File: src/rtl/ksa_pkg.sv
// Shared Kogge-Stone helpers for the pipelined adder and subtractor.
//   gp_t       : {generate, propagate} pair for one bit or bit group
//   clog2      : ceiling log2, used to validate the LEVELS parameter
//   gp_combine : prefix operator; 'hi' is the more-significant group
package ksa_pkg;

  typedef struct packed {
    logic g;
    logic p;
  } gp_t;

  function automatic int clog2(input int unsigned n);
    int unsigned r;
    r = 0;
    for (int unsigned v = 1; v < n; v = v << 1) begin
      r = r + 1;
    end
    return int'(r);
  endfunction

  function automatic gp_t gp_combine(input gp_t hi, input gp_t lo);
    return '{g: hi.g | (hi.p & lo.g), p: hi.p & lo.p};
  endfunction

endpackage

File: src/rtl/ksa_prefix_stage.sv
// One registered Kogge-Stone prefix level.
//   Bits i >= DIST combine with bit i-DIST; lower bits pass through.
//   A side-band vector rides along untouched so the caller can keep
//   per-operation data aligned with the prefix pipeline.
// Ports:
//   clk, rst            clock, synchronous active-high reset
//   en                  load enable (pipeline advance)
//   in_valid/out_valid  stage valid bit
//   in_g/in_p           generate/propagate into this level
//   out_g/out_p         registered generate/propagate after this level
//   in_side/out_side    registered pass-through side-band data
module ksa_prefix_stage
  import ksa_pkg::*;
#(
  parameter int          BITS   = 64,
  parameter int unsigned DIST   = 1,
  parameter int          SIDE_W = 1
) (
  input  logic              clk,
  input  logic              rst,
  input  logic              en,
  input  logic              in_valid,
  input  logic [BITS-1:0]   in_g,
  input  logic [BITS-1:0]   in_p,
  input  logic [SIDE_W-1:0] in_side,
  output logic              out_valid,
  output logic [BITS-1:0]   out_g,
  output logic [BITS-1:0]   out_p,
  output logic [SIDE_W-1:0] out_side
);

  logic [BITS-1:0] nxt_g;
  logic [BITS-1:0] nxt_p;
  gp_t             comb;

  always_comb begin
    nxt_g = in_g;
    nxt_p = in_p;
    comb  = '0;
    for (int unsigned i = DIST; i < BITS; i++) begin
      comb     = gp_combine('{g: in_g[i], p: in_p[i]},
                            '{g: in_g[i-DIST], p: in_p[i-DIST]});
      nxt_g[i] = comb.g;
      nxt_p[i] = comb.p;
    end
  end

  always_ff @(posedge clk) begin
    if (rst) begin
      out_valid <= 1'b0;
      out_g     <= '0;
      out_p     <= '0;
      out_side  <= '0;
    end else if (en) begin
      out_valid <= in_valid;
      out_g     <= nxt_g;
      out_p     <= nxt_p;
      out_side  <= in_side;
    end
  end

endmodule

File: src/rtl/ksa_sub_pipe.sv
// Pipelined Kogge-Stone subtractor: d = a - b - bin, computed as
// a + ~b + !bin. d[BITS] is the borrow out (inverted carry out).
// Stages: S0 operand register, LEVELS prefix levels, output register.
// Latency LEVELS+2 cycles, one operation per cycle, whole-pipe stall on
// backpressure (bubbles are kept, not squeezed).
// Optional macro KSA_SUB_FLAGS_EN adds the flags port {ovf, neg, zero},
// registered together with d.
// Ports:
//   clk, rst             clock, synchronous active-high reset
//   in_valid/in_ready    operand handshake; in_ready = !out_valid | out_ready
//   a, b, bin            minuend, subtrahend, borrow in
//   out_valid/out_ready  result handshake
//   d                    {borrow_out, difference}
//   flags                {ovf, neg, zero} (KSA_SUB_FLAGS_EN only)
module ksa_sub_pipe
  import ksa_pkg::*;
#(
  parameter int BITS   = 64,
  parameter int LEVELS = 6
) (
  input  logic            clk,
  input  logic            rst,
  input  logic            in_valid,
  output logic            in_ready,
  input  logic [BITS-1:0] a,
  input  logic [BITS-1:0] b,
  input  logic            bin,
  output logic            out_valid,
  input  logic            out_ready,
  output logic [BITS:0]   d
`ifdef KSA_SUB_FLAGS_EN
  ,
  output logic [2:0]      flags
`endif
);

  // Side-band: [BITS-1:0] bitwise half-sum, [BITS] carry in,
  // and with flags also [BITS+1] b msb, [BITS+2] a msb.
`ifdef KSA_SUB_FLAGS_EN
  localparam int SIDE_W = BITS + 3;
`else
  localparam int SIDE_W = BITS + 1;
`endif

  if (LEVELS != clog2(BITS)) begin : g_levels_check
    $error("ksa_sub_pipe: LEVELS must equal clog2(BITS)");
  end

  logic adv;
  assign adv      = !out_valid || out_ready;
  assign in_ready = adv;

  // S0 operand register
  logic            s0_valid;
  logic [BITS-1:0] s0_a;
  logic [BITS-1:0] s0_b;
  logic            s0_bin;

  always_ff @(posedge clk) begin
    if (rst) begin
      s0_valid <= 1'b0;
      s0_a     <= '0;
      s0_b     <= '0;
      s0_bin   <= 1'b0;
    end else if (adv) begin
      s0_valid <= in_valid;
      if (in_valid) begin
        s0_a   <= a;
        s0_b   <= b;
        s0_bin <= bin;
      end
    end
  end

  // Initial generate/propagate. The carry in is folded into bit 0's
  // generate so every group generate G[i] is the true carry out of bit i.
  logic [BITS-1:0]   g0;
  logic [BITS-1:0]   p0;
  logic [BITS-1:0]   nb;
  logic              cin0;
  logic [SIDE_W-1:0] side0;

  always_comb begin
    nb    = ~s0_b;
    p0    = s0_a ^ nb;
    g0    = s0_a & nb;
    cin0  = !s0_bin;
    g0[0] = g0[0] | (p0[0] & cin0);
`ifdef KSA_SUB_FLAGS_EN
    side0 = {s0_a[BITS-1], s0_b[BITS-1], cin0, p0};
`else
    side0 = {cin0, p0};
`endif
  end

  logic              lvl_valid [LEVELS+1];
  logic [BITS-1:0]   lvl_g     [LEVELS+1];
  logic [BITS-1:0]   lvl_p     [LEVELS+1];
  logic [SIDE_W-1:0] lvl_side  [LEVELS+1];

  assign lvl_valid[0] = s0_valid;
  assign lvl_g[0]     = g0;
  assign lvl_p[0]     = p0;
  assign lvl_side[0]  = side0;

  for (genvar l = 0; l < LEVELS; l++) begin : g_level
    ksa_prefix_stage #(
      .BITS  (BITS),
      .DIST  (1 << l),
      .SIDE_W(SIDE_W)
    ) u_stage (
      .clk      (clk),
      .rst      (rst),
      .en       (adv),
      .in_valid (lvl_valid[l]),
      .in_g     (lvl_g[l]),
      .in_p     (lvl_p[l]),
      .in_side  (lvl_side[l]),
      .out_valid(lvl_valid[l+1]),
      .out_g    (lvl_g[l+1]),
      .out_p    (lvl_p[l+1]),
      .out_side (lvl_side[l+1])
    );
  end

  // Sum/output stage: carry into bit i is G[i-1], into bit 0 the carry in.
  logic [BITS-1:0] fin_g;
  logic [BITS-1:0] fin_x;
  logic            fin_cin;
  logic [BITS-1:0] carries;
  logic [BITS-1:0] sum;

  assign fin_g   = lvl_g[LEVELS];
  assign fin_x   = lvl_side[LEVELS][BITS-1:0];
  assign fin_cin = lvl_side[LEVELS][BITS];
  assign carries = {fin_g[BITS-2:0], fin_cin};
  assign sum     = fin_x ^ carries;

`ifdef KSA_SUB_FLAGS_EN
  logic fin_am;
  logic fin_bm;
  assign fin_am = lvl_side[LEVELS][BITS+2];
  assign fin_bm = lvl_side[LEVELS][BITS+1];
`endif

  always_ff @(posedge clk) begin
    if (rst) begin
      out_valid <= 1'b0;
      d         <= '0;
`ifdef KSA_SUB_FLAGS_EN
      flags     <= '0;
`endif
    end else if (adv) begin
      out_valid <= lvl_valid[LEVELS];
      if (lvl_valid[LEVELS]) begin
        d     <= {!fin_g[BITS-1], sum};
`ifdef KSA_SUB_FLAGS_EN
        flags <= {(fin_am != fin_bm) && (sum[BITS-1] != fin_am),
                  sum[BITS-1],
                  sum == '0};
`endif
      end
    end
  end

endmodule

File: config.mk
export PLATFORM = sky130hd
export DESIGN_NAME = ksa_sub_pipe
export DESIGN_NICKNAME = d
export VERILOG_FILES = /design/src/rtl/ksa_pkg.sv /design/src/rtl/ksa_prefix_stage.sv /design/src/rtl/ksa_sub_pipe.sv
export SDC_FILE = /design/constraint.sdc
export NUM_CORES = 2
export LEC_CHECK = 0
export CORE_UTILIZATION = 36
export CTS_CLUSTER_SIZE = 10
export DETAILED_ROUTE_END_ITERATION = 6
export PLACE_DENSITY = 0.51
export SYNTH_ARGS = -nofsm -noshare
export SYNTH_HDL_FRONTEND = slang
export SYNTH_SLANG_ARGS = --single-unit
File: constraint.sdc
create_clock -name clk -period 1.5 [get_ports clk]
set_clock_uncertainty 0.15 [all_clocks]
set_input_delay 0.3 -clock clk [delete_from_list [all_inputs] [get_ports clk]]
set_output_delay 0.3 -clock clk [all_outputs]
set_load 0.01 [all_outputs]
Figure 1. Placement density heat map.
Scale bar: 100 um. The die is cut into 36 by 36 equal tiles; dark blue is low, red is high, 0 to 100% covered.
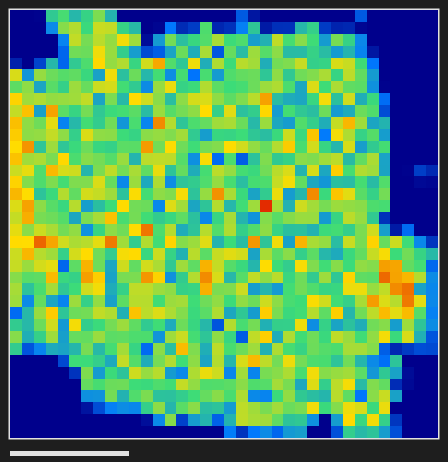
nearly empty tiles: 15%
mean over tiles: 45%
densest ninth of the die: west

Figure 2. Wire density map.
Scale bar: 100 um. The die is cut into 36 by 36 equal tiles; dark blue is low, red is high, scaled to the fullest tile. Values are wire area over tile area, all layers added.
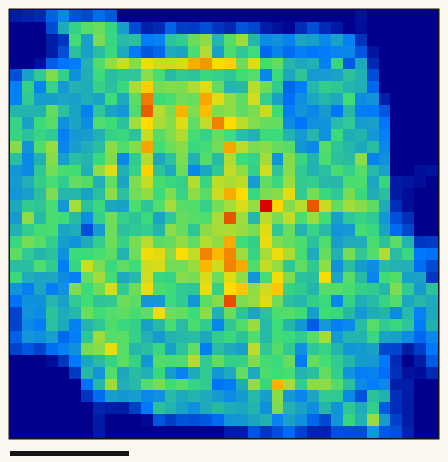
nearly empty tiles: 13%
tiles over half the peak: 30%
emptiest ninth of the die: north-east

Figure 3. Placed cells, one color a class.
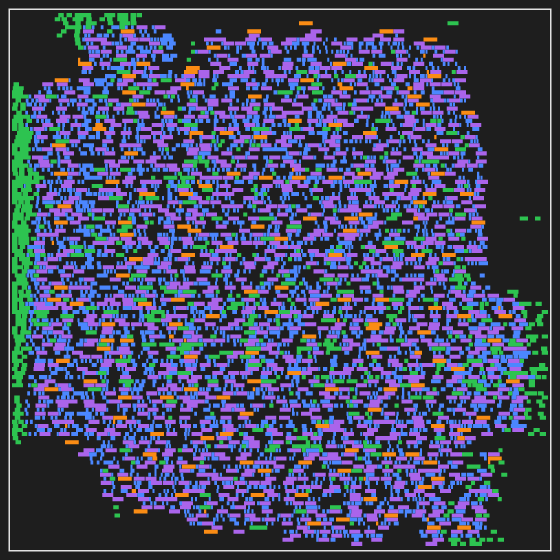
legend:
  purple:
    class: flip-flops
    cells: 1234
  green:
    class: other buffers and delay cells
    cells: 787
  blue:
    class: all other logic
    cells: 3836
  orange:
    class: clock drivers and dummy loads
    cells: 183

==> Flow_metrics.wiki <==
== Metrics ==
{| class="wikitable"
! Metric !! Value
|-
| Status || finished with violations
|-
| Violations in the final reports || negative setup slack
|-
| Tap cells || 1662
|-
| TNS Setup || -496.83 ns
|-
| Pin slew with the least headroom to its limit || around 0.5 ns
|-
| Routed met3 length || about 7.2 mm
|-
| Die boundary width || 361 um
|-
| Multi-input comb cells || 3770
|-
| Router iterations before antenna repair || 6
|-
| Die Outline Area || about 130000 um2
|-
| Antenna cell count || 0
|-
| Biggest area cells || dfxtp_1 (53%), a21oi_1 (9.8%), nand2_1 (9.5%)
|-
| Port-buffer cells || 199
|-
| Clock Path Buffers || 3
|-
| Final Instance Count excl. Fillers || 7702
|-
| Final Max Slew Viols || 0
|-
| Post-synthesis simple-gate area fraction || between 10% and 20%
|-
| Seq/Total Area, Yosys || a little over half
|-
| Minimum clock period after layout || between 2 and 2.5 ns
|-
| Leakage component of the power || about 22 nW
|-
| Post-layout power || 70.6 mW
|-
| Sort of element at the end of the critical path || output pin
|-
| Post-synthesis xor/xnor area fraction || 1.21%
|-
| Met2 Routed Length || roughly 68 mm
|-
| Top Metal Used || met4
|-
| Number of vias per cell || 5.20
|-
| Number of enable flip-flop cells || 0
|-
| Number of nets in the finished design || 6200
|-
| Die Y-Extent || around 360 um
|-
| Routability congestion estimate || between 0.8 and 0.9
|-
| Logic area || roughly 20000 um2
|-
| Peak per-stage delay on the critical path || ~0.32 ns
|-
| Worst IR Drop VDD || 1.17 mV
|-
| Flip-flop and latch count || 1234
|-
| CP delay by family, top || buffers and inverters
|-
| Distinct cell type count after synthesis || 23
|-
| Cell type of the slowest stage on the worst timing path || dfxtp_2
|-
| Setup repair after global routing missed its margin || yes
|-
| DR DRC count || 0
|-
| Post-Synthesis Cell Area || 46400 um2
|-
| Starting DRT DRC Count || between 3000 and 4000
|-
| Worst hold slack after final layout || ~0.074 ns
|-
| Most congested layer reported by global routing || met1
|-
| Crit Path Max Fanout || 2
|-
| Post-route standard cell area excluding fillers || between 60000 and 70000 um2
|-
| Combined flip-flop and latch cell area || around 25000 um2
|-
| Final period utilization || 140%
|-
| Max Freq || approximately 480 MHz
|-
| Post-cts hold buffer count || between 100 and 150
|-
| Number of warning messages in the logs || 29
|-
| Worst-skew pair later-pin latency || approximately 0.76 ns
|-
| Fraction of layout cells with a size suffix above 1 || ~16%
|-
| Number of antenna violations at the first check in global routing || 0
|-
| Finish-stage setup viols || around 1300
|-
| Most prevalent standard cell on the critical path || buf_12
|-
| Post-synthesis cell type with the largest instance count || dfxtp_1
|-
| Kind of launch point of the worst setup path || register
|-
| Vias in the first global route || around 38000
|-
| Dominant logic cell types in the final layout || dfxtp_1 (1167), nand2_1 (1165), a21oi_1 (857)
|-
| Routed len/inst || 20.2 um
|-
| P per Cell Area || between 1000 and 1500 nW/um2
|-
| Via count || 40017
|-
| Fraction of area in registers || 41.1%
|-
| Critical path type || register to output pin
|-
| Layout buffering overhead excluding clock cells || about 15%
|-
| Met1 track utilization from global routing || about a third
|-
| Relative slew margins || 67.0%
|-
| Number of cells in the yosys synthesis report || 5516
|-
| Post-DP HPWL || about 110 mm
|-
| Required arrival time at the worst endpoint || ~1.1 ns
|-
| Largest area class, layout || sequential cells
|-
| Count of synthesis-stage warnings from yosys || 0
|-
| Number of buffers inserted during clock tree synthesis || approximately 140
|-
| Area added between synthesis and finish || 29.9%
|-
| Number of placed cells counting well taps || ~7300
|-
| Compound-Gate Fraction of Synth Area || between 10% and 20%
|-
| Clock tree from TritonCTS || done
|-
| Most frequent cells after synthesis || dfxtp_1 (1234), nand2_1 (1174), a21oi_1 (909)
|-
| Final Worst Setup Slack || -0.602 ns
|}
==> registers in the layout, indices dropped and copies added (netlist names) <==
register and flops:
s0_b 64, d 65, s0_a 64, g_level.u_stage.out_g 384, out_valid 1, g_level.u_stage.out_valid 6
s0_valid 1, g_level.u_stage.out_side 390, g_level.u_stage.out_p 258, s0_bin 1
==> worst paths after layout <==
kind	start	end	slack [ns]	cells after the start
setup / recovery	out_valid	in_ready	-0.60	5
hold / removal	a[19]	s0_a[19]	0.07	3
setup reg to reg	out_valid	g_level[5].u_stage.out_g[57]	-0.57	9
hold reg to reg	g_level[4].u_stage.out_side[31]	g_level[4].u_stage.out_side[31]	0.30	2
==> power breakdown <==
part	switching (mW)	internal, mW	leakage [nW]
combinational	2.33	2.00	10.3
clock	13.1	18.0	1.94
sequential	1.16	34.0	10.1
Power figures rest on the tool's default switching activity, not on a simulated workload.
